## config.mk

```make
export PLATFORM = sky130hd
export DESIGN_NAME = wide_add_slice_seq
export DESIGN_NICKNAME = d
export VERILOG_FILES = /design/src/rtl/wide_add_slice_seq_pkg.sv /design/src/rtl/wide_add_slice_seq.sv
export SDC_FILE = /design/constraint.sdc
export NUM_CORES = 1
export LEC_CHECK = 0
export ABC_AREA = 1
export CAP_MARGIN = 5
export CORE_MARGIN = 1.5
export CORE_UTILIZATION = 45
export CTS_CLUSTER_DIAMETER = 120
export DETAILED_ROUTE_END_ITERATION = 6
export PLACE_DENSITY = 0.77
export SYNTH_ARGS = -nofsm -noshare
export SYNTH_HDL_FRONTEND = slang
export SYNTH_SLANG_ARGS = --single-unit
```

## constraint.sdc

```tcl
create_clock -name clk -period 1.3 [get_ports clk]
set_clock_uncertainty 0.05 [all_clocks]
set_input_delay 0.13 -clock clk [delete_from_list [all_inputs] [get_ports clk]]
set_output_delay 0.13 -clock clk [all_outputs]
set_load 0.02 [all_outputs]
```

## src/rtl/wide_add_slice_seq_pkg.sv

```systemverilog
// ---------------------------------------------------------------------------
// wide_add_slice_seq_pkg
//   Shared constants and types for the sliced wide-adder family.
//   ADD_SLICE_W : width of the combinational prefix adder (one slice).
//   ADD_NSLICE  : default number of slices per wide operation.
//   ADD_WIDE_W  : resulting default operand width.
//   seq_state_e : sequencer control states.
// ---------------------------------------------------------------------------
package wide_add_slice_seq_pkg;

  localparam int unsigned ADD_SLICE_W = 30;
  localparam int unsigned ADD_NSLICE  = 3;
  localparam int unsigned ADD_WIDE_W  = ADD_SLICE_W * ADD_NSLICE;

  typedef enum logic [1:0] {
    IDLE = 2'd0,
    RUN  = 2'd1,
    DONE = 2'd2
  } seq_state_e;

endpackage

```

## src/rtl/wide_add_slice_seq.sv

```systemverilog
// ---------------------------------------------------------------------------
// wide_add_slice_seq
//   Performs one SLICE_W*NSLICE-bit addition by streaming SLICE_W-bit slices,
//   LSB slice first, through an external combinational SLICE_W-bit adder.
//   The slice carry is held in a register between cycles, so the external
//   adder is the only arithmetic in the path.
//
// Ports
//   clk, rst_n          : clock (rising edge), async active-low reset
//   in_valid/in_ready   : operand beat handshake
//   in_a, in_b, in_cin  : wide operands and carry-in
//   out_valid/out_ready : result handshake
//   out_sum, out_cout   : wide sum and carry-out of the top slice
//   add_a, add_b, add_cin : drive to the external slice adder (zero when idle)
//   add_sum, add_cout   : result from the external slice adder
// ---------------------------------------------------------------------------
module wide_add_slice_seq
  import wide_add_slice_seq_pkg::*;
#(
  parameter int unsigned SLICE_W = ADD_SLICE_W,
  parameter int unsigned NSLICE  = ADD_NSLICE,
  parameter int unsigned IDX_W   = $clog2(NSLICE)
) (
  input  logic                        clk,
  input  logic                        rst_n,

  input  logic                        in_valid,
  output logic                        in_ready,
  input  logic [SLICE_W*NSLICE-1:0]   in_a,
  input  logic [SLICE_W*NSLICE-1:0]   in_b,
  input  logic                        in_cin,

  output logic                        out_valid,
  input  logic                        out_ready,
  output logic [SLICE_W*NSLICE-1:0]   out_sum,
  output logic                        out_cout,

  output logic [SLICE_W-1:0]          add_a,
  output logic [SLICE_W-1:0]          add_b,
  output logic                        add_cin,
  input  logic [SLICE_W-1:0]          add_sum,
  input  logic                        add_cout
);

  localparam int unsigned WW    = SLICE_W * NSLICE;
  // Only the lower slices need holding; the top slice goes straight from
  // add_sum into the output register on the final cycle.
  localparam int unsigned LOW_W = SLICE_W * (NSLICE - 1);

  seq_state_e         state_q, state_d;
  logic [IDX_W-1:0]   idx_q,   idx_d;
  logic               carry_q, carry_d;
  logic [WW-1:0]      opa_q,   opa_d;
  logic [WW-1:0]      opb_q,   opb_d;
  logic [LOW_W-1:0]   res_q,   res_d;
  logic [WW-1:0]      sum_q,   sum_d;
  logic               cout_q,  cout_d;

  logic               accept;
  logic               last_slice;

  // ---------------------------------------------------------------------------
  // Handshake
  // ---------------------------------------------------------------------------
  // A new beat may be taken while the previous result leaves on the same edge.
  assign in_ready   = (state_q == IDLE) | ((state_q == DONE) & out_ready);
  assign accept     = in_valid & in_ready;
  assign last_slice = (idx_q == IDX_W'(NSLICE - 1));

  assign out_valid  = (state_q == DONE);
  assign out_sum    = sum_q;
  assign out_cout   = cout_q;

  // ---------------------------------------------------------------------------
  // Slice mux towards the external adder; quiet outside RUN
  // ---------------------------------------------------------------------------
  always_comb begin
    add_a   = '0;
    add_b   = '0;
    add_cin = 1'b0;
    if (state_q == RUN) begin
      add_cin = carry_q;
      for (int unsigned s = 0; s < NSLICE; s++) begin
        if (idx_q == IDX_W'(s)) begin
          add_a = opa_q[s*SLICE_W +: SLICE_W];
          add_b = opb_q[s*SLICE_W +: SLICE_W];
        end
      end
    end
  end

  // ---------------------------------------------------------------------------
  // Next-state and datapath
  // ---------------------------------------------------------------------------
  always_comb begin
    state_d = state_q;
    idx_d   = idx_q;
    carry_d = carry_q;
    opa_d   = opa_q;
    opb_d   = opb_q;
    res_d   = res_q;
    sum_d   = sum_q;
    cout_d  = cout_q;

    unique case (state_q)
      IDLE: begin
        if (accept) begin
          opa_d   = in_a;
          opb_d   = in_b;
          carry_d = in_cin;
          idx_d   = '0;
          state_d = RUN;
        end
      end

      RUN: begin
        carry_d = add_cout;
        for (int unsigned s = 0; s < NSLICE - 1; s++) begin
          if (idx_q == IDX_W'(s)) begin
            res_d[s*SLICE_W +: SLICE_W] = add_sum;
          end
        end
        if (last_slice) begin
          sum_d   = {add_sum, res_q};
          cout_d  = add_cout;
          idx_d   = '0;
          state_d = DONE;
        end else begin
          idx_d   = idx_q + IDX_W'(1);
        end
      end

      DONE: begin
        if (out_ready) begin
          if (accept) begin
            opa_d   = in_a;
            opb_d   = in_b;
            carry_d = in_cin;
            idx_d   = '0;
            state_d = RUN;
          end else begin
            state_d = IDLE;
          end
        end
      end

      default: begin
        state_d = IDLE;
      end
    endcase
  end

  // ---------------------------------------------------------------------------
  // State registers
  // ---------------------------------------------------------------------------
  always_ff @(posedge clk or negedge rst_n) begin
    if (!rst_n) begin
      state_q <= IDLE;
      idx_q   <= '0;
      carry_q <= 1'b0;
      opa_q   <= '0;
      opb_q   <= '0;
      res_q   <= '0;
      sum_q   <= '0;
      cout_q  <= 1'b0;
    end else begin
      state_q <= state_d;
      idx_q   <= idx_d;
      carry_q <= carry_d;
      opa_q   <= opa_d;
      opb_q   <= opb_d;
      res_q   <= res_d;
      sum_q   <= sum_d;
      cout_q  <= cout_d;
    end
  end

endmodule

```

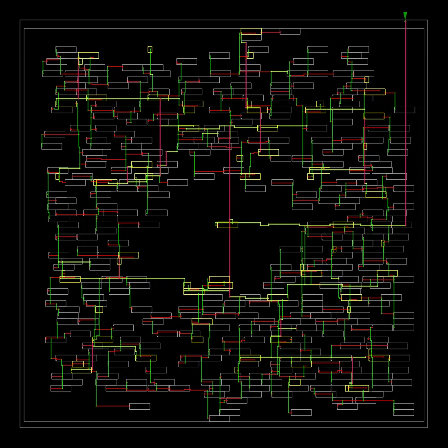
*Clock nets, run 1*
Num Clock Sinks: 336
Seq cells: 336

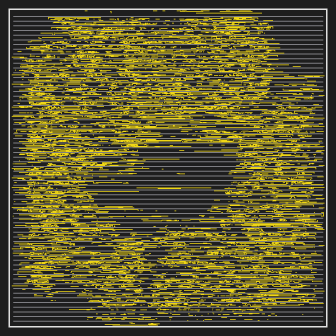
*The metal 1 layer, run 1*
Supply wires on this layer in gray.
main direction	horizontal
nets with wire on the layer	2,138
share of all routed wire	38%

==> results.toml, run 1 <==
# physical design summary
[run_status]
status = "finished, violations left"
violations = "setup timing"

[synth]
synthDistinctLibCells = 16
synth_top_flop_cell = "dfrtp_1"
synthMuxAreaShare = 0
syn-num-nets = 2010
async_reset_ff_frac = 1.00
aoi_share = 0.0318

[floorplan]
die_h_um = 183
die_w_um = 183

[critical_path]
reg2reg_slack_ns = -0.74
timing.rr.start = "state_q[1]"
crit_cells = 8
r2r-end = "opa_q[25]"

[timing]
rsz0062_at_grt = "true"
setup_violations = 490
setup_slack_ns = -0.759

[hold_path]
hold_start = "in_a[41]"

[grt]
grt_pass1_wl_um = 76600

[drt]
ant_nets = 0

[place]
post-place-ws_ns = -0.685

[layout]
lay_top_cells = "nand2_1 (651), dfrtp_1 (333), clkdlybuf4s50_1 (304)"

[pwr]
powerDensity_nw_per_um2 = 2720
p_leak_nw = 11.4
p_sw_frac = 0.419
vdd_ir_drop_max_mv = 1.50
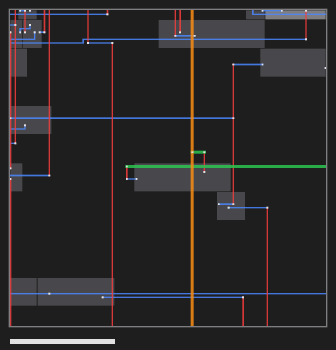
*A small window of the routed layout, run 1*
Scale bar: 10 um. Region (77, 77) to (107, 107) um. Cells in gray, sequential cells in the stronger gray; small squares are vias.
color	layer
orange	M4
red	M2
green	M3
blue	M1
cells with their middle in the window	9
most frequent	buf_12 (3)
sequential cells in the window	0

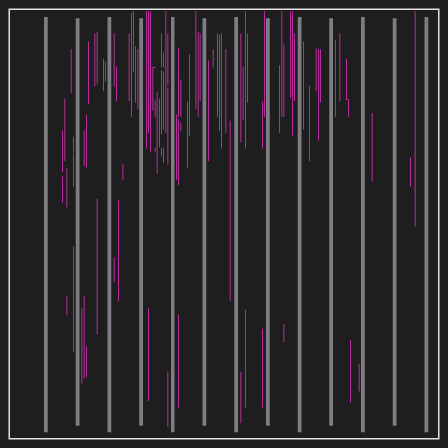
*Metal 4, run 1*
Supply wires on this layer in gray.
nets with wire on the layer	86
longest straight run	91.8 um

[run 1: stage by stage]
| stage | cell area (um2) | TNS [ns] |
|---|---|---|
| floorplan | 14700 | -0.235 |
| global placement | 19300 | -164.11 |
| detailed placement | 19300 | -171.03 |
| CTS | 21400 | -216.86 |
| global route | 22600 | -276.90 |
| finish | 22600 | -251.43 |
[run 1: cell type report]
cell class | instances | area [um2]
sequential | 336 | 8410
tap | 435 | 544
clock inverter | 13 | 113
multi-input combinational | 1243 | 6300
timing repair buffer | 511 | 5890
fill | 2205 | 9190
antenna | 1 | 2.50
inverter | 83 | 317
clock buffer | 53 | 1040
[run 1: sequential cells by signal, indices dropped and copies added (netlist names)]
name	flops
carry_q	1
idx_q	2
opa_q	90
opb_q	90
out_cout	1
out_sum	90
res_q	60
state_q	2
==> run 2: changes to the inputs <==
Settings changed: GPL_TIMING_DRIVEN from default to 0.
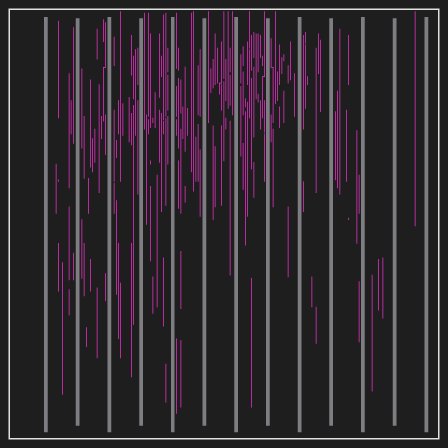
*Metal 4, run 2*
Supply wires on this layer in gray.
Via Count: 16,000
total wire length after detailed routing: 64,500 um

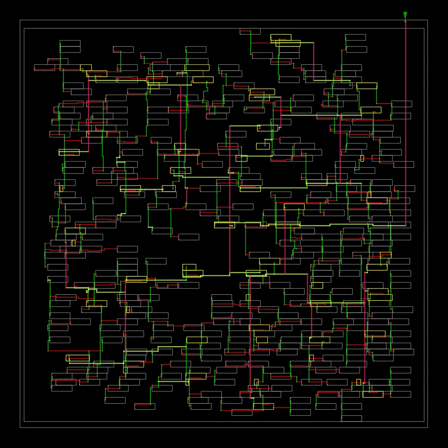
*Clock nets, run 2*
# clk buffers: 50
Late-Pin Clk Latency: 0.53 ns

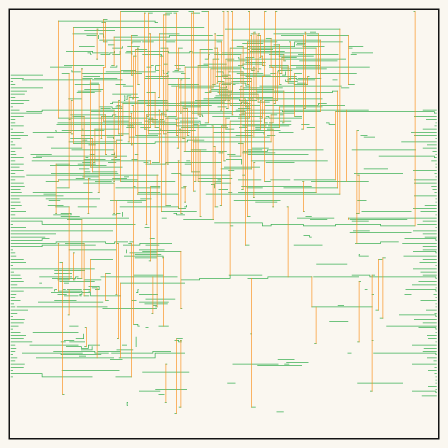
*Signal wires by layer, run 2*
Two of the layers only.
color	layer	wire length
green	M3	7,210 um
orange	M4	4,530 um

==> run 2 against run 1 <==
Compared with the run above: the flow finishes with violations (hold timing, setup timing); sequential power is 3% higher; global-route usage increased by 5.2 points; critical path depth is the same; via count is 8.7% higher; fmax is 5.5% lower; sequential cell count is the same; core utilization rose by 5.4 points; clock power is 9% higher; cell area grew 7.6%; die size unchanged; critical path type unchanged; largest cell class unchanged; largest power group unchanged; highest routed layer is now met5.
==> results.toml, run 2 <==
# physical design summary
[timing]
rsz0062_at_grt = "true"
setup_violations = 400
setup_slack_ns = -0.879
timing.hold.ws_ns = -0.437
hold_viol = 86

[layout]
comb-cell-share = 0.305
nMultiInputCombCells = 1243
design.seq.count = 336
nNonClkInverters = 83
seq_area_frac = 0.346
fin_area_um2 = 24300
largestClassByArea = "flip-flops and latches"
combGateArea_um2 = 7410
bufAreaShareNonClock = 0.262
regArea_um2 = 8410
lay_top_cells = "nand2_1 (465), dfrtp_1 (334), nand3_1 (238)"

[floorplan]
die_w_um = 183
die_h_um = 183
num_tap_cells = 435

[place]
place_area_um2 = 19000

[synth]
synth_top_flop_cell = "dfrtp_1"
aoi_share = 0.0318
synthDistinctLibCells = 16
async_reset_ff_frac = 1.00

[pwr]
p_leak_nw = 12.2
powerDensity_nw_per_um2 = 2800

[grt]
grt_pass1_wl_um = 87400

[clocking]
cts_sinks = 336

[run_status]
status = "finished, violations left"
violations = "hold timing, setup timing"

[drt]
ant_nets = 0
run 2: cell counts after synthesis:
No cell type changed its count.
run 2: path summary, 6_finish.rpt:
kind,startpoint,slack (ns),to
worst min-delay path,rst_n,-0.44,out_sum[82]
worst max-delay path,idx_q[0],-0.88,add_a[4]
worst max register to register,state_q[1],-0.69,opa_q[68]
min in group clk,in_b[18],0.11,opb_q[18]
max in group asynchronous,rst_n,0.51,opb_q[3]
worst min register to register,out_sum[1],0.42,out_sum[1]
run 2: layer usage:
layer | vias to the layer above | GRT usage | share of wire
met5 | - | 0 | 0.00051
met2 | 1223 | 0.553 | 0.46
li1 | 6735 | - | -
met4 | 6 | 0.192 | 0.070
met3 | 379 | 0.0667 | 0.11
met1 | 7688 | 0.430 | 0.36
No activity file was given, so power comes from the tool's default toggle rates.
